## config.mk

```make
export PLATFORM = sky130hd
export DESIGN_NAME = exec_core_units
export DESIGN_NICKNAME = d
export VERILOG_FILES = /design/src/rtl/exec_core_units.sv
export SDC_FILE = /design/constraint.sdc
export NUM_CORES = 2
export LEC_CHECK = 0
export ABC_AREA = 1
export CAP_MARGIN = 20
export CORE_ASPECT_RATIO = 1.75
export CORE_UTILIZATION = 30
export CTS_BUF_LIST = sky130_fd_sc_hd__clkbuf_16
export DETAILED_ROUTE_END_ITERATION = 10
export SYNTH_ARGS = -nofsm -noshare
export SYNTH_HDL_FRONTEND = slang
export SYNTH_SLANG_ARGS = --single-unit
```

## constraint.sdc

```tcl
create_clock -name clk -period 2.85 [get_ports clk]
set_input_delay 0.285 -clock clk [delete_from_list [all_inputs] [get_ports clk]]
set_output_delay 0.285 -clock clk [all_outputs]
set_load 0.03 [all_outputs]
```

## src/rtl/exec_core_units.sv

```systemverilog
// exec_core_units: execute/writeback building blocks of the RV32 pipeline.
//   exec_alu     - combinational ALU
//   exec_regfile - 32 x XLEN integer register file, 2 async read ports, 1 write port
//   exec_csr     - machine-mode CSR file with a free-running 64-bit cycle counter
//
// Ports (top):
//   clk, reset                      clock, synchronous active-high reset
//   alu_op1/op2/fun -> alu_out      ALU operands, function, combinational result
//   rf_rs1_addr/rf_rs2_addr -> rf_rs1_data/rf_rs2_data   async reads, x0 reads 0
//   rf_waddr/rf_wdata/rf_we         write port, committed on the rising edge
//   csr_cmd/csr_addr/csr_wdata      CSR command (N/W/S/C), address, operand
//   csr_rdata                       pre-update value of the addressed CSR

module exec_alu #(
    parameter int XLEN = 32
) (
    input  logic [XLEN-1:0] op1,
    input  logic [XLEN-1:0] op2,
    input  logic [3:0]      fun,
    output logic [XLEN-1:0] result
);
    localparam int SHW = $clog2(XLEN);

    logic [SHW-1:0] shamt;
    logic           lt_s;
    logic           lt_u;

    // Only the low shift-amount bits of op2 matter for shifts.
    assign shamt = op2[SHW-1:0];
    assign lt_s  = $signed(op1) < $signed(op2);
    assign lt_u  = op1 < op2;

    always_comb begin
        result = '0;
        case (fun)
            4'd0:    result = op1 + op2;
            4'd1:    result = op1 - op2;
            4'd2:    result = op1 << shamt;
            4'd3:    result = op1 >> shamt;
            4'd4:    result = $unsigned($signed(op1) >>> shamt);
            4'd5:    result = op1 & op2;
            4'd6:    result = op1 | op2;
            4'd7:    result = op1 ^ op2;
            4'd8:    result = {{(XLEN-1){1'b0}}, lt_s};
            4'd9:    result = {{(XLEN-1){1'b0}}, lt_u};
            4'd10:   result = op1;
            default: result = '0;
        endcase
    end
endmodule

module exec_regfile #(
    parameter int XLEN  = 32,
    parameter int NREGS = 32
) (
    input  logic            clk,
    input  logic            reset,
    input  logic [4:0]      rs1_addr,
    input  logic [4:0]      rs2_addr,
    output logic [XLEN-1:0] rs1_data,
    output logic [XLEN-1:0] rs2_data,
    input  logic [4:0]      waddr,
    input  logic [XLEN-1:0] wdata,
    input  logic            we
);
    logic [XLEN-1:0] regs [NREGS];

    // Reset wins over a same-cycle write; x0 is never written.
    always_ff @(posedge clk) begin
        if (reset) begin
            for (int i = 0; i < NREGS; i++) regs[i] <= '0;
        end else if (we && waddr != 5'd0) begin
            regs[waddr] <= wdata;
        end
    end

    // No bypass: a same-cycle write is visible only after the edge.
    assign rs1_data = (rs1_addr == 5'd0) ? '0 : regs[rs1_addr];
    assign rs2_data = (rs2_addr == 5'd0) ? '0 : regs[rs2_addr];
endmodule

module exec_csr #(
    parameter int XLEN = 32
) (
    input  logic            clk,
    input  logic            reset,
    input  logic [1:0]      cmd,
    input  logic [11:0]     addr,
    input  logic [XLEN-1:0] wdata,
    output logic [XLEN-1:0] rdata
);
    localparam logic [1:0]  CMD_N = 2'd0;
    localparam logic [1:0]  CMD_W = 2'd1;
    localparam logic [1:0]  CMD_S = 2'd2;
    localparam logic [1:0]  CMD_C = 2'd3;

    localparam logic [11:0] A_MSTATUS  = 12'h300;
    localparam logic [11:0] A_MTVEC    = 12'h305;
    localparam logic [11:0] A_MSCRATCH = 12'h340;
    localparam logic [11:0] A_MEPC     = 12'h341;
    localparam logic [11:0] A_MCAUSE   = 12'h342;
    localparam logic [11:0] A_CYCLE    = 12'hC00;
    localparam logic [11:0] A_CYCLEH   = 12'hC80;

    logic [XLEN-1:0] mstatus, mtvec, mscratch, mepc, mcause;
    logic [63:0]     cycle_q;
    logic [XLEN-1:0] wval;

    always_comb begin
        rdata = '0;
        case (addr)
            A_MSTATUS:  rdata = mstatus;
            A_MTVEC:    rdata = mtvec;
            A_MSCRATCH: rdata = mscratch;
            A_MEPC:     rdata = mepc;
            A_MCAUSE:   rdata = mcause;
            A_CYCLE:    rdata = cycle_q[31:0];
            A_CYCLEH:   rdata = cycle_q[63:32];
            default:    rdata = '0;
        endcase
    end

    // Read-modify-write value built from the pre-update read.
    always_comb begin
        wval = rdata;
        case (cmd)
            CMD_W:   wval = wdata;
            CMD_S:   wval = rdata | wdata;
            CMD_C:   wval = rdata & ~wdata;
            default: wval = rdata;
        endcase
    end

    // cycle/cycleh and unimplemented addresses fall through to default and
    // are therefore read-only / ignored.
    always_ff @(posedge clk) begin
        if (reset) begin
            mstatus  <= '0;
            mtvec    <= '0;
            mscratch <= '0;
            mepc     <= '0;
            mcause   <= '0;
            cycle_q  <= '0;
        end else begin
            cycle_q <= cycle_q + 64'd1;
            if (cmd != CMD_N) begin
                case (addr)
                    A_MSTATUS:  mstatus  <= wval;
                    A_MTVEC:    mtvec    <= wval;
                    A_MSCRATCH: mscratch <= wval;
                    A_MEPC:     mepc     <= {wval[XLEN-1:2], 2'b00};
                    A_MCAUSE:   mcause   <= wval;
                    default:    ;
                endcase
            end
        end
    end
endmodule

module exec_core_units #(
    parameter int XLEN  = 32,
    parameter int NREGS = 32
) (
    input  logic            clk,
    input  logic            reset,
    input  logic [XLEN-1:0] alu_op1,
    input  logic [XLEN-1:0] alu_op2,
    input  logic [3:0]      alu_fun,
    output logic [XLEN-1:0] alu_out,
    input  logic [4:0]      rf_rs1_addr,
    input  logic [4:0]      rf_rs2_addr,
    output logic [XLEN-1:0] rf_rs1_data,
    output logic [XLEN-1:0] rf_rs2_data,
    input  logic [4:0]      rf_waddr,
    input  logic [XLEN-1:0] rf_wdata,
    input  logic            rf_we,
    input  logic [1:0]      csr_cmd,
    input  logic [11:0]     csr_addr,
    input  logic [XLEN-1:0] csr_wdata,
    output logic [XLEN-1:0] csr_rdata
);
    exec_alu #(.XLEN(XLEN)) u_alu (
        .op1    (alu_op1),
        .op2    (alu_op2),
        .fun    (alu_fun),
        .result (alu_out)
    );

    exec_regfile #(.XLEN(XLEN), .NREGS(NREGS)) u_rf (
        .clk      (clk),
        .reset    (reset),
        .rs1_addr (rf_rs1_addr),
        .rs2_addr (rf_rs2_addr),
        .rs1_data (rf_rs1_data),
        .rs2_data (rf_rs2_data),
        .waddr    (rf_waddr),
        .wdata    (rf_wdata),
        .we       (rf_we)
    );

    exec_csr #(.XLEN(XLEN)) u_csr (
        .clk   (clk),
        .reset (reset),
        .cmd   (csr_cmd),
        .addr  (csr_addr),
        .wdata (csr_wdata),
        .rdata (csr_rdata)
    );
endmodule

```

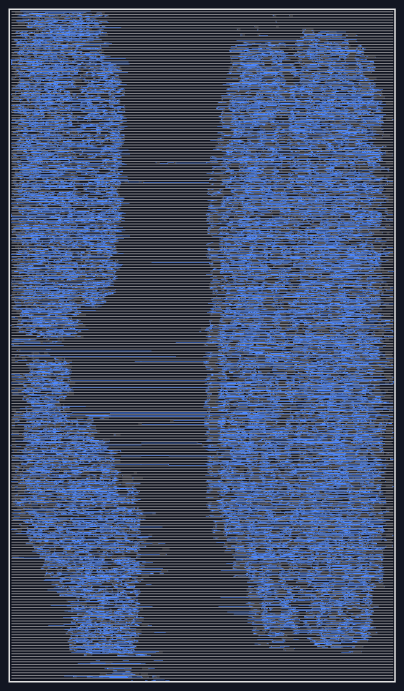
(images/layer_met1.png)
Drawn at 1 px/µm. Supply wires on this layer in grey. Cells faint in the background.
10228 nets have wire on it. The longest straight run is 165 µm. The layer carries 118 mm of wire.
vias: 80550
Total Wirelength: 362100 µm
met1 usage: 0.2812

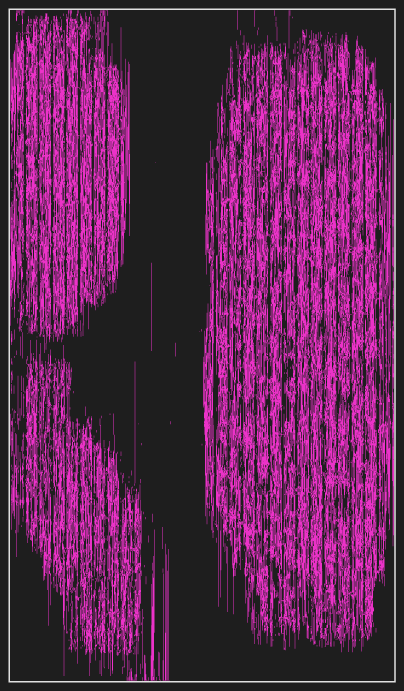
(images/layer_met2.png)
Drawn at 1 px/µm.
The wires run mostly vertical. The layer carries 179 mm of wire. The longest straight run is 155 µm. 8752 nets have wire on it.
M2 GR Usage: 0.4772

==> Changelog: implementation <==
## Flow update

* Outcome: finished, final reports clean
* # rows at about 250
* Aggregate global routing overflow at 0
* GPL Wtd Cong at 1.035
* Fin cells at between 10000 and 15000
* Largest family of logic cells by area: simple AND/OR/NAND/NOR gates
* Crit-path slowest cell: clkdlybuf4s50_1
* Setup crit end kind: output port
* CTS Buf Count at approximately 120
* Latency at later pin at 0.75 ns
* Core Util, Final at 0.3789
* Via density at between 5 and 6
* Pin count of the biggest net entering global routing at about 120
* Post-CTS setup repair buffer count at 3
* Top cell type by instance count after synthesis: nor2_1
* RSZ-0062 raised after global routing: true
* Combinational share of power at 0.213
* Fmax at roughly 0.35 GHz
* Area delta synth->final at 25.69%
* WHS at 0.3246 ns
* Adder share at 0.01765
* Total of warnings raised by yosys at 0
* CTS tree: built
* Crit path largest cell delay at 0.48 ns
* Fin worst setup slack at approximately 0.0027 ns
* PortBufs at 291
* Worst clock skew at about 0.013 ns
* Crit path DRT at 2.57 ns
* Crit-path cells: clkdlybuf4s50_1, inv_1, nand2_1, inv_1, buf_4, nand2_1, buf_12, o22ai_1, nor2_1, nand3_1, a21oi_1, nand3_1, buf_12
* Post-synth top cells: nor2_1 (2503), nand2_1 (1360), o21ai_0 (1218)
* Post-synth top area cell: edfxtp_1
* Placed insts at around 14000
* Hold Path Cell Cnt at 5
* Post-layout min period at 2.847 ns
* Setup CP Type: in -> out
* Nets at 11030
* Final Cell Area at 96410 µm²
* Io pins at 292
* CTS sink count at 1246
* Netlist cell types at between 50 and 60
* Setup crit end: alu_out[2]
* Hold_sp: csr_wdata[22]
* HP Class: in -> reg
* Post-synth EDFFs at about 1000
* Clock power frac at 0.339
* Measured slew at the worst slew-check pin at roughly 0.93 ns
* Max-cap violations at 0
* Avg Inst Size Synth at 7.556 µm²
* Xor/xnor share at 0.0009135
* Top-area cell share at 0.4009
* Simple Share, Synth at 0.2728
* Biggest register: u_rf.regs
* Avg WL per Cell at about 26 µm
* Horiz. Die Dim at ~380 µm
* Setup TNS Final at 0 ns
* OpenROAD warning count at 104
* Max reg flops at 1024
* Share of post-route cells with drive strength above 1 at 0.1665
* Clk buf depth at 3
* Final Cycle Share at 0.9991
* FF-to-FF path depth at 10
* Flop pwr share at 0.449
* Yosys aoi share at 0.1718
* Post-synth regs at about 1200
* Antenna-violating nets left at 0
* Sw frac at 0.3089
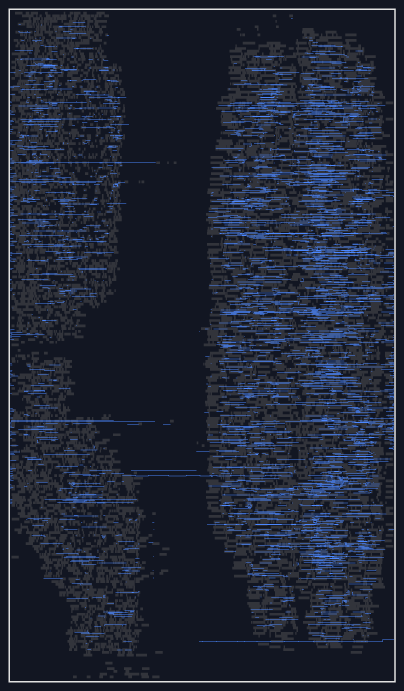
(images/layer_met3.png)
Drawn at 1 px/µm. Cells faint in the background.
The longest straight run is 145 µm. The wires run mostly horizontal. The layer holds 8.2% of the routed length. 1222 nets have wire on it. The layer carries 29.5 mm of wire.
M3 GR Usage: 0.04081

==> final cells by class <==
class                      count  area (µm²)
inverter                     672        2585
clock buffer                 118        2953
fill                       26200      158000
clock inverter               103       824.5
tap                         3334        4172
multi-input combinational   7447       37470
sequential                  1246       35190
timing repair buffer        1269       13200
antenna                        5       12.51
==> routing by layer <==
| metal | GRT usage | part of all wire |
|---|---|---|
| met1 | 0.2812 | 0.33 |
| met2 | 0.4772 | 0.50 |
| met3 | 0.04081 | 0.082 |
| met4 | 0.2262 | 0.096 |
| met5 | 0 | 0.00010 |
==> power by group through the flow <==
stage	registers [mW]	logic [mW]	clock network [mW]
global route	21.0	10.4	16.5
floorplan	21.2	4.40	0
finish	20.9	9.92	15.8
global placement	21.3	9.21	0
detailed placement	21.3	9.22	0
CTS	20.9	9.48	15.9
Power figures rest on the tool's default switching activity, not on a simulated workload.
